$ cat src/rtl/quad_encoder_tx.sv
// rtl/quad_encoder_tx.sv - quadrature A/B emitter driven by direction/step/period commands
// Phase is stored directly as (A,B); one channel toggles per emitted edge.
module quad_encoder_tx #(
  parameter int CNT_WIDTH = 8,
  parameter int DIV_WIDTH = 16
) (
  input  logic                 clk,
  input  logic                 rst_n,
  input  logic                 cmd_valid,
  output logic                 cmd_ready,
  input  logic                 cmd_dir,
  input  logic [CNT_WIDTH-1:0] cmd_steps,
  input  logic [DIV_WIDTH-1:0] cmd_period,
  input  logic                 abort,
  output logic                 enc_a,
  output logic                 enc_b,
  output logic                 busy,
  output logic                 done
);

  typedef enum logic {IDLE, RUN} state_t;

  localparam logic [DIV_WIDTH-1:0] DIV_ONE = {{(DIV_WIDTH-1){1'b0}}, 1'b1};
  localparam logic [CNT_WIDTH-1:0] CNT_ONE = {{(CNT_WIDTH-1){1'b0}}, 1'b1};

  state_t                 state_q, state_d;
  logic                   dir_q, dir_d;
  logic [CNT_WIDTH-1:0]   steps_q, steps_d;
  logic [DIV_WIDTH-1:0]   period_q, period_d;
  logic [DIV_WIDTH-1:0]   div_q, div_d;
  logic                   enc_a_q, enc_a_d;
  logic                   enc_b_q, enc_b_d;
  logic                   done_q, done_d;
  logic                   accept;
  logic [DIV_WIDTH-1:0]   eff_period;

  assign cmd_ready  = (state_q == IDLE);
  assign busy       = (state_q == RUN);
  assign enc_a      = enc_a_q;
  assign enc_b      = enc_b_q;
  assign done       = done_q;
  assign accept     = cmd_valid && cmd_ready;
  assign eff_period = (cmd_period == '0) ? DIV_ONE : cmd_period;

  always_comb begin
    state_d  = state_q;
    dir_d    = dir_q;
    steps_d  = steps_q;
    period_d = period_q;
    div_d    = div_q;
    enc_a_d  = enc_a_q;
    enc_b_d  = enc_b_q;
    done_d   = 1'b0;
    case (state_q)
      IDLE: begin
        if (accept) begin
          dir_d    = cmd_dir;
          period_d = eff_period;
          div_d    = eff_period;
          steps_d  = cmd_steps;
          if (cmd_steps == '0) begin
            done_d = 1'b1;
          end else begin
            state_d = RUN;
          end
        end
      end
      RUN: begin
        if (abort) begin
          state_d = IDLE;
          steps_d = '0;
          div_d   = '0;
        end else if (div_q == DIV_ONE) begin
          // Increment: A <= ~B, B <= A; decrement walks the same ring backwards.
          if (dir_q) begin
            enc_a_d = ~enc_b_q;
            enc_b_d = enc_a_q;
          end else begin
            enc_a_d = enc_b_q;
            enc_b_d = ~enc_a_q;
          end
          div_d   = period_q;
          steps_d = steps_q - CNT_ONE;
          if (steps_q == CNT_ONE) begin
            state_d = IDLE;
            done_d  = 1'b1;
            div_d   = '0;
          end
        end else begin
          div_d = div_q - DIV_ONE;
        end
      end
      default: state_d = IDLE;
    endcase
  end

  always_ff @(posedge clk or negedge rst_n) begin
    if (!rst_n) begin
      state_q  <= IDLE;
      dir_q    <= 1'b0;
      steps_q  <= '0;
      period_q <= '0;
      div_q    <= '0;
      enc_a_q  <= 1'b0;
      enc_b_q  <= 1'b0;
      done_q   <= 1'b0;
    end else begin
      state_q  <= state_d;
      dir_q    <= dir_d;
      steps_q  <= steps_d;
      period_q <= period_d;
      div_q    <= div_d;
      enc_a_q  <= enc_a_d;
      enc_b_q  <= enc_b_d;
      done_q   <= done_d;
    end
  end

endmodule

$ cat config.mk
export PLATFORM = sky130hd
export DESIGN_NAME = quad_encoder_tx
export DESIGN_NICKNAME = d
export VERILOG_FILES = /design/src/rtl/quad_encoder_tx.sv
export SDC_FILE = /design/constraint.sdc
export NUM_CORES = 1
export LEC_CHECK = 0
export ABC_AREA = 1
export CORE_UTILIZATION = 37
export DETAILED_ROUTE_END_ITERATION = 6
export GPL_ROUTABILITY_DRIVEN = 0
export PLACE_DENSITY_LB_ADDON = 0.08
export SLEW_MARGIN = 20
export SYNTH_ARGS = -nofsm -noshare
export SYNTH_HDL_FRONTEND = slang
export SYNTH_SLANG_ARGS = --single-unit
$ cat constraint.sdc
create_clock -name clk -period 3.7 [get_ports clk]
set_clock_uncertainty 0.05 [all_clocks]
set_input_delay 0.37 -clock clk [delete_from_list [all_inputs] [get_ports clk]]
set_output_delay 0.37 -clock clk [all_outputs]
set_load 0.1 [all_outputs]
==> results.cfg <==
; generated from flow reports
[run_status]
outcome = finished, final reports clean

[run]
warning_count = 28

[logic_synthesis]
ys_sh_xor = 0.01732
ys_seq_share = 0.3711

[setup_path]
worst-path-buf-inv = 2
arrival_ns = 2.25
critical_path_required_ns = 3.28
critPathLaunchType = flip-flop

[global_routing]
met2_usage = 0.2772
grt_start_max_net_pins = 46
met3_usage = 0.02791

[final_timing]
slew_viol_final = 0

[layout]
n_all_inverters = 41
layout.cells.most_common = nand2_1
final_core_utilization = 0.4461
buf_share = 0.09793
n_fill_cell = 849

[clocking]
htree_levels = 2
cts_resized = 0

[placed_design]
numPortBuffers = 33

[worst_hold_path]
hold_path.class = primary input to asynchronous set/reset pin

[power_and_ir_drop]
powerSeq_mw = 0.705
maxPowerGroup = sequential cells
### Supply network

Pins as bars on the die edge.
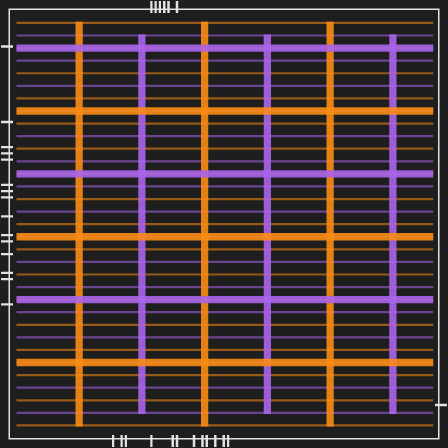
- orange: VSS
- purple: VDD
- signal pins: 34
- met5 straps: 6
- rows: 32
- met4 straps: 6
- met1 rails: 33
Die Y: 92.56 µm
die width: 92.56 µm
core footprint: 0.007848 mm²
Peak VDD IR: 0.0001701 V

### Clock nets

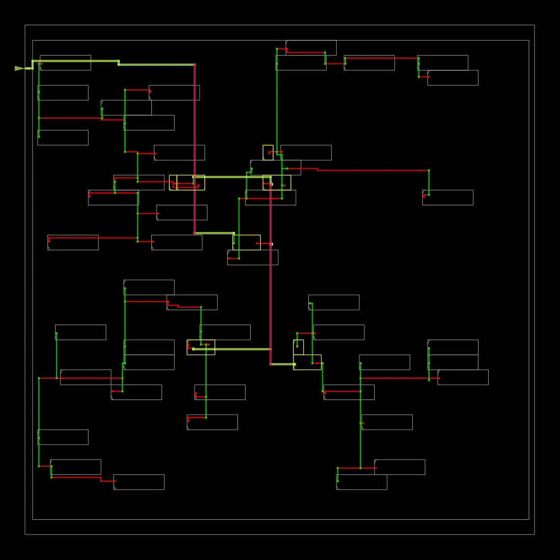
Layout clock buffers: 6
Clock group: 0.299 mW
flop count: 45
clk_lat worst skew: 0.30 ns

### Metal 1

Supply wires on this layer in gray.
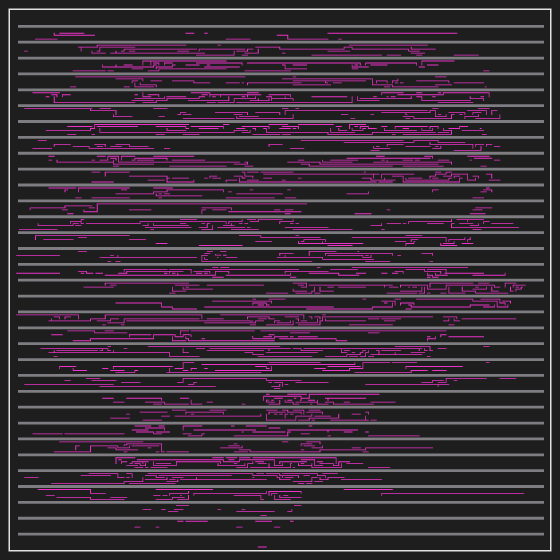
- main direction: horizontal
- nets with wire on the layer: 452
- wire length on this layer: 4,070 µm
- longest straight run: 35.9 µm
GRT met1 Usage: 0.3092
Routed WL: 7706 µm
vias: 2,767

Power and IR drop assume default switching activity.
